$ cat src/rtl/mesi_types_pkg.sv
// Shared MESI bus types: snoop bus request encoding, arbiter FSM states and
// a width helper for index/counter registers.
package mesi_types;

    // Bus transaction requested by a cache controller; No_OP means idle.
    typedef enum logic [1:0] {
        No_OP   = 2'd0,
        BusRd   = 2'd1,
        BusRdX  = 2'd2,
        BusUpgr = 2'd3
    } bus_request;

    // Bus arbiter sequencing states.
    typedef enum logic [1:0] {
        ARB_IDLE = 2'd0,
        ARB_BUS  = 2'd1,
        ARB_DONE = 2'd2
    } arb_state_t;

    // Bits needed to index n items, never less than one.
    function automatic int unsigned width_min1(input int unsigned n);
        return (n > 1) ? $clog2(n) : 1;
    endfunction

endpackage

$ cat src/rtl/mesi_bus_arbiter_rr_picker.sv
// Combinational round-robin picker: lowest requesting index at or after ptr_i,
// wrapping from NumReq-1 back to 0.
module mesi_rr_picker
    import mesi_types::*;
#(
    parameter int unsigned NumReq = 4,
    parameter int unsigned IdxW   = width_min1(NumReq)
) (
    input  logic [NumReq-1:0] req_i,
    input  logic [IdxW-1:0]   ptr_i,
    output logic              gnt_valid_o,
    output logic [IdxW-1:0]   gnt_idx_o
);

    // One extra bit so ptr + offset (at most 2*NumReq-2) never overflows before the wrap.
    logic [IdxW:0] sum;

    // Scan offsets 0..NumReq-1 from the pointer; first hit wins.
    always_comb begin
        gnt_valid_o = 1'b0;
        gnt_idx_o   = '0;
        sum         = '0;
        for (int unsigned i = 0; i < NumReq; i++) begin
            sum = {1'b0, ptr_i} + (IdxW + 1)'(i);
            if (sum >= (IdxW + 1)'(NumReq)) begin
                sum = sum - (IdxW + 1)'(NumReq);
            end
            if (!gnt_valid_o && req_i[sum[IdxW-1:0]]) begin
                gnt_valid_o = 1'b1;
                gnt_idx_o   = sum[IdxW-1:0];
            end
        end
    end

endmodule

$ cat src/rtl/mesi_bus_arbiter.sv
// Round-robin arbiter and sequencer for the shared MESI snooping bus.
// One transaction at a time: grant, hold the broadcast for HOLD_CYCLES, then a
// one-cycle done pulse to the owner. All outputs are registered except
// exclusive_o, which reflects the live snoop line_valid_i.
// Optional feature macro: MESI_ARB_UPGR_PROMOTE_EN -- a pending BusUpgr whose
// Shared copy was invalidated by another owner's BusRdX/BusUpgr to the same
// address is broadcast as BusRdX when granted.
module mesi_bus_arbiter
    import mesi_types::*;
#(
    parameter int unsigned NUM_CACHES  = 4,
    parameter int unsigned ADDR_W      = 8,
    parameter int unsigned HOLD_CYCLES = 1
) (
    input  logic                               clk,
    input  logic                               rst_n,
    input  bus_request [NUM_CACHES-1:0]        req_cmd_i,
    input  logic [NUM_CACHES-1:0][ADDR_W-1:0]  req_addr_i,
    input  logic [NUM_CACHES-1:0]              line_valid_i,
    output bus_request                         bus_cmd_o,
    output logic [ADDR_W-1:0]                  bus_addr_o,
    output logic [NUM_CACHES-1:0]              bus_owner_o,
    output logic                               exclusive_o,
    output logic [NUM_CACHES-1:0]              done_o,
    output logic                               busy_o
);

    localparam int unsigned IdxW  = width_min1(NUM_CACHES);
    localparam int unsigned HoldW = width_min1(HOLD_CYCLES);

    localparam logic [IdxW-1:0]  LastIdx  = IdxW'(NUM_CACHES - 1);
    localparam logic [HoldW-1:0] HoldInit = HoldW'(HOLD_CYCLES - 1);

    arb_state_t             state_q, state_d;
    bus_request             cmd_q, cmd_d;        // latched (possibly promoted) command
    logic [ADDR_W-1:0]      addr_q, addr_d;
    logic [IdxW-1:0]        idx_q, idx_d;
    logic [HoldW-1:0]       hold_q, hold_d;
    logic [IdxW-1:0]        rr_q, rr_d;
    bus_request             bus_cmd_q, bus_cmd_d;
    logic [NUM_CACHES-1:0]  owner_q, owner_d;
    logic [NUM_CACHES-1:0]  done_q, done_d;
    logic                   busy_q, busy_d;

    logic [NUM_CACHES-1:0]  req_vld;
    logic                   gnt_valid;
    logic [IdxW-1:0]        win_idx;
    bus_request             win_cmd;

    // Any non-idle command counts as a pending request.
    always_comb begin
        req_vld = '0;
        for (int unsigned j = 0; j < NUM_CACHES; j++) begin
            req_vld[j] = (req_cmd_i[IdxW'(j)] != No_OP);
        end
    end

    mesi_rr_picker #(
        .NumReq (NUM_CACHES),
        .IdxW   (IdxW)
    ) u_picker (
        .req_i       (req_vld),
        .ptr_i       (rr_q),
        .gnt_valid_o (gnt_valid),
        .gnt_idx_o   (win_idx)
    );

`ifdef MESI_ARB_UPGR_PROMOTE_EN
    logic [NUM_CACHES-1:0] mark_q, mark_d;

    // At the end of an invalidating transaction, flag other caches still waiting to
    // upgrade the same line; the owner's own flag clears on its done.
    always_comb begin
        mark_d = mark_q;
        if (state_q == ARB_DONE) begin
            mark_d[idx_q] = 1'b0;
            if (cmd_q == BusRdX || cmd_q == BusUpgr) begin
                for (int unsigned j = 0; j < NUM_CACHES; j++) begin
                    if (IdxW'(j) != idx_q && req_cmd_i[IdxW'(j)] == BusUpgr &&
                        req_addr_i[IdxW'(j)] == addr_q) begin
                        mark_d[j] = 1'b1;
                    end
                end
            end
        end
    end

    // Upgrade marks register.
    always_ff @(posedge clk or negedge rst_n) begin
        if (!rst_n) begin
            mark_q <= '0;
        end else begin
            mark_q <= mark_d;
        end
    end

    // A marked upgrade no longer has a Shared copy, so it must fetch the line.
    always_comb begin
        win_cmd = req_cmd_i[win_idx];
        if (mark_q[win_idx] && req_cmd_i[win_idx] == BusUpgr) begin
            win_cmd = BusRdX;
        end
    end
`else
    // Requests are broadcast exactly as presented.
    always_comb begin
        win_cmd = req_cmd_i[win_idx];
    end
`endif

    // FSM next state: grant in idle, hold the bus, then one done cycle.
    always_comb begin
        state_d = state_q;
        cmd_d   = cmd_q;
        addr_d  = addr_q;
        idx_d   = idx_q;
        hold_d  = hold_q;
        rr_d    = rr_q;
        case (state_q)
            ARB_IDLE: begin
                if (gnt_valid) begin
                    state_d = ARB_BUS;
                    cmd_d   = win_cmd;
                    addr_d  = req_addr_i[win_idx];
                    idx_d   = win_idx;
                    hold_d  = HoldInit;
                end
            end
            ARB_BUS: begin
                if (hold_q == '0) begin
                    state_d = ARB_DONE;
                end else begin
                    hold_d = hold_q - HoldW'(1);
                end
            end
            ARB_DONE: begin
                rr_d    = (idx_q == LastIdx) ? '0 : idx_q + IdxW'(1);
                state_d = ARB_IDLE;
            end
            default: begin
                state_d = ARB_IDLE;
            end
        endcase
    end

    // Registered outputs follow the next state so they line up with it.
    always_comb begin
        bus_cmd_d = No_OP;
        owner_d   = '0;
        done_d    = '0;
        busy_d    = (state_d != ARB_IDLE);
        if (state_d == ARB_BUS) begin
            bus_cmd_d      = cmd_d;
            owner_d[idx_d] = 1'b1;
        end
        if (state_d == ARB_DONE) begin
            done_d[idx_d] = 1'b1;
        end
    end

    // State and output registers; reset aborts any transaction without a done.
    always_ff @(posedge clk or negedge rst_n) begin
        if (!rst_n) begin
            state_q   <= ARB_IDLE;
            cmd_q     <= No_OP;
            addr_q    <= '0;
            idx_q     <= '0;
            hold_q    <= '0;
            rr_q      <= '0;
            bus_cmd_q <= No_OP;
            owner_q   <= '0;
            done_q    <= '0;
            busy_q    <= 1'b0;
        end else begin
            state_q   <= state_d;
            cmd_q     <= cmd_d;
            addr_q    <= addr_d;
            idx_q     <= idx_d;
            hold_q    <= hold_d;
            rr_q      <= rr_d;
            bus_cmd_q <= bus_cmd_d;
            owner_q   <= owner_d;
            done_q    <= done_d;
            busy_q    <= busy_d;
        end
    end

    assign bus_cmd_o   = bus_cmd_q;
    assign bus_addr_o  = addr_q;
    assign bus_owner_o = owner_q;
    assign done_o      = done_q;
    assign busy_o      = busy_q;

    // A BusRd may fill Exclusive only if no other cache holds the line.
    assign exclusive_o = (state_q == ARB_BUS) && (bus_cmd_q == BusRd) &&
                         !(|(line_valid_i & ~owner_q));

endmodule
$ cat config.mk
export PLATFORM = sky130hd
export DESIGN_NAME = mesi_bus_arbiter
export DESIGN_NICKNAME = d
export VERILOG_FILES = /design/src/rtl/mesi_types_pkg.sv /design/src/rtl/mesi_bus_arbiter_rr_picker.sv /design/src/rtl/mesi_bus_arbiter.sv
export SDC_FILE = /design/constraint.sdc
export NUM_CORES = 1
export LEC_CHECK = 0
export CORE_UTILIZATION = 30
export DETAILED_ROUTE_END_ITERATION = 10
export PLACE_DENSITY = 0.63
export SYNTH_ARGS = -nofsm -noshare
export SYNTH_HDL_FRONTEND = slang
export SYNTH_HIERARCHICAL = 1
export SYNTH_SLANG_ARGS = --single-unit
export TNS_END_PERCENT = 50
$ cat constraint.sdc
create_clock -name clk -period 4.2 [get_ports clk]
set_clock_uncertainty 0.05 [all_clocks]
set_input_delay 0.84 -clock clk [delete_from_list [all_inputs] [get_ports clk]]
set_output_delay 0.84 -clock clk [all_outputs]
set_load 0.02 [all_outputs]
==> GITHUB_STEP_SUMMARY <==
## Implementation flow summary

| Metric | Value |
|---|---|
| Simple-gate area share of the yosys netlist | 17.13% |
| Synthesized area | 0.001315 mm2 |
| Worst path slowest cell | clkdlybuf4s50_1 |
| Die area | 0.004652 mm2 |
| Met2 wire length | 1.675 mm |
| CP bufs+invs | 2 |
| Clkbuf count | 3 |
| Post-cts gate resize count | 0 |
| Routed Antenna Nets | 0 |
| Comb area share | 29.87% |
| Max-slew headroom | 26.01% |
| Actual slew at the worst max-slew pin | 1.106 ns |
| Critical Path Source | line_valid_i[1] |
| Area grow syn2layout | 55.47% |
| Switching Share | 41.08% |
| I/O Buffers | 65 |
| # Cells Yosys | 121 |
| Met3 Use GR | 2.333% |
| Fin util | 49.68% |
| Drt pass-1 iters | 4 |
| Post-CTS setup buffers | 0 |
| Comb area leader | simple AND/OR/NAND/NOR gates |
| Most instantiated logic cells after routing | clkdlybuf4s50_1, dfrtp_1, mux2i_1 |
| PD cells | 645.3 mW/mm2 |
| Fin nets | 233 |
| Congestion Overflow GR | 0 |
| Clk buf depth | 2 |
| Final instance area | 0.002044 mm2 |
| Vias in the first global route | 1139 |
| Setup CP Type | in2out |
| Adder Area Share | 0.9515% |
| Comb gates | 82 |
| # diodes | 0 |
| Setup slack after placement | 0.8564 ns |
| Register area | 625.6 um2 |
| Ports | 66 |
| Post-Syn Nets | 168 |
| List of most frequent post-synthesis cells | dfrtp_1, mux2i_1, nand2_1 |
| Design Power | 1.319 mW |
| Cell Type Count | 32 |
| CP Cell Sequence | clkdlybuf4s50_1 > nand2b_1 > nand4_1 > nor4b_1 > clkdlybuf4s50_1 |
| Most common cell on crit path | clkdlybuf4s50_1 |
| ClkCell Share | 2.387% |
| Delay of the slowest critical-path stage | 0.65 ns |
| Wire length on met1 | 1.460 mm |
| Placed cells | 231 |
| Worst setup EP type | primary output |
| CTS HTree Levels | 1 |
| Pins Over Slew Limit | 0 |
| Fin crit period | 3.205 ns |
| Die span in x | 68.21 um |
| Post-DP HPWL | 2.611 mm |
| Chip height | 68.21 um |
| FP Util | 31.95% |
| Cts hold-fix bufs | 0 |
| CTS tree | yes |
| Sequential cell area share | 30.60% |
| Cell type with the largest total area | dfrtp_1 |
| Top delay family on crit path | buffers and inverters |
| Clock-pin slew on the worst setup and hold paths | 0.08 ns |
| Largest net degree at the start of global routing | 26 |
| Setup_tns | 0 ns |
| Top cell excl fill/tap | clkdlybuf4s50_1 |
| Syn Area/Cell | 10.87 um2 |
| Worst setup margin | 0.9955 ns |
| Routability Congestion | 0.7422 |
| Register share after synthesis | 47.57% |
| Final hold slack | 0.4363 ns |
| Comb power frac | 57.7% |
| Worst path required time | 3.31 ns |
| Num CTS Buffers | 3 |
| Worst path depth | 5 |
| Comb. cell area | 610.6 um2 |
| Post-Layout Cell Count | 235 |
| Multiplexer share | 16.08% |
| Max reg flops | 8 |
| Status | finished, final reports clean |
| Layout cell share with drive strength beyond 1 | 10.27% |
| Synth top area share | 47.57% |
| Hold Path Sink | busy_o |
| Post-synth EDFFs | 0 |
| Vias per std cell | 4.821 |
| Post-synth regs | 25 |
| Synth Instances | 121 |
| CTS root buffer | clkbuf_8 |
| Worst reg-to-reg setup slack | 2.02 ns |
| Sw Pwr | 0.5419 mW |
| Main synth FF type | dfrtp_1 |
| Final worst path period share | 76.30% |
| Antenna violations before repair | 0 |
| Top layer in use | met4 |
| Final WL | 3.339 mm |
| LEAKAGE | 0.9015 nW |
| Max VDD drop | 0.2640 mV |
| Via total after detailed routing | 1133 |
Signal wires by layer:
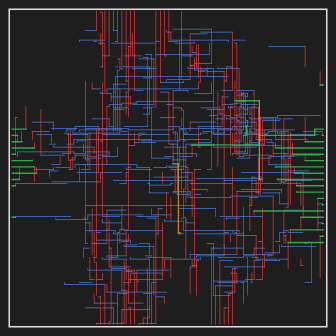
| colour | layer | wire length |
|---|---|---|
| red | met2 | 1680 um |
| orange | met4 | 32.0 um |
| green | met3 | 171 um |
| blue | met1 | 1460 um |

Clock wires, drivers and flops:
The bar under the picture is 20 um long.
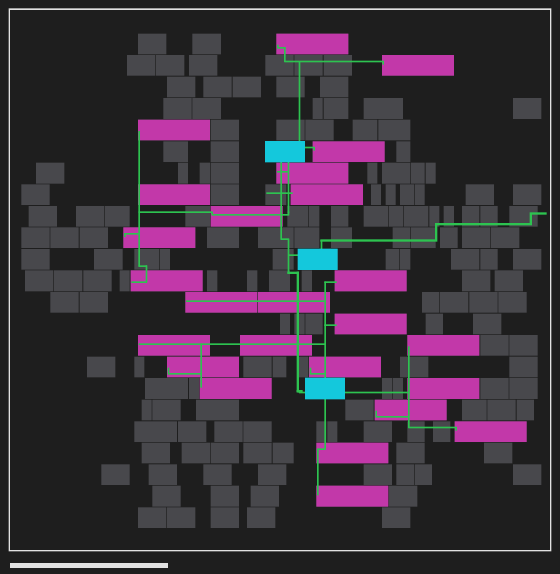
[cyan] cells driving clock nets | count: 3
[green] clock wires | length: 281 um
[magenta] flip-flops | count: 25
routed clock nets: 4
P_clk: 0.143 mW
Clk Latency, worst-skew pair: 0.27 ns
Clock Power Share: 10.9%

Metal 3:
The bar under the picture is 20 um long. Cells faint in the background.
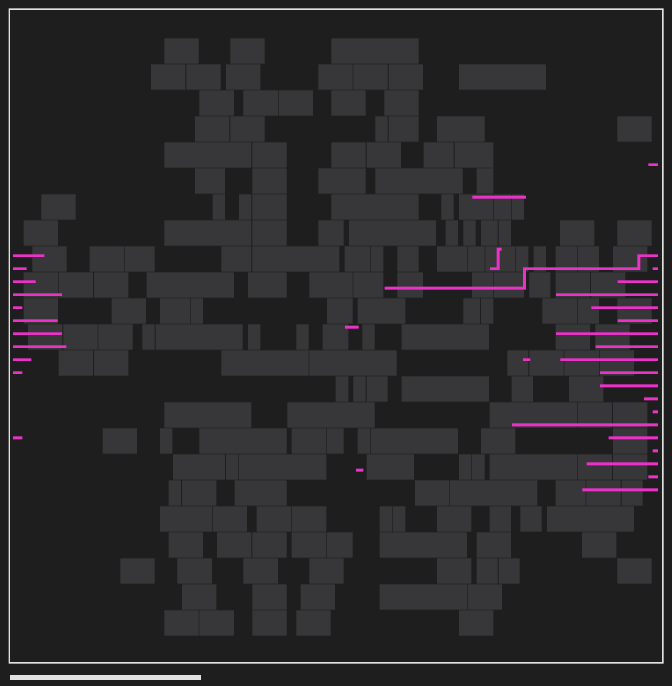
wire length on this layer: 171 um
main direction: horizontal
share of all routed wire: 5.1%
longest straight run: 15.0 um
nets with wire on the layer: 34

Routing congestion map:
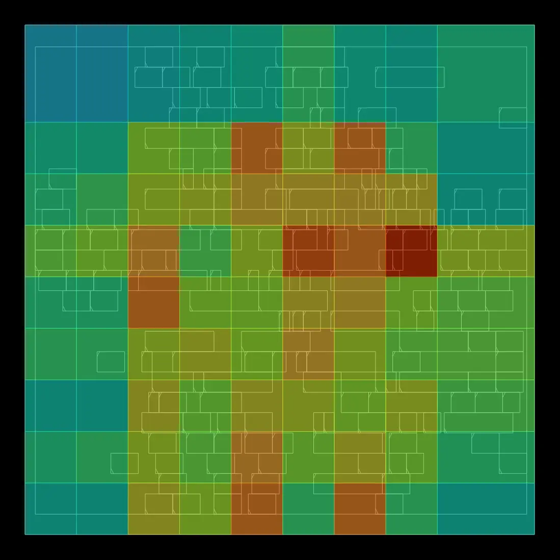
routed length per instance: 14.21 um
met2 GRT Util: 26.59%
total global-route track usage: 14.75%
busiest grt layer: met2

Power and IR drop assume default switching activity.
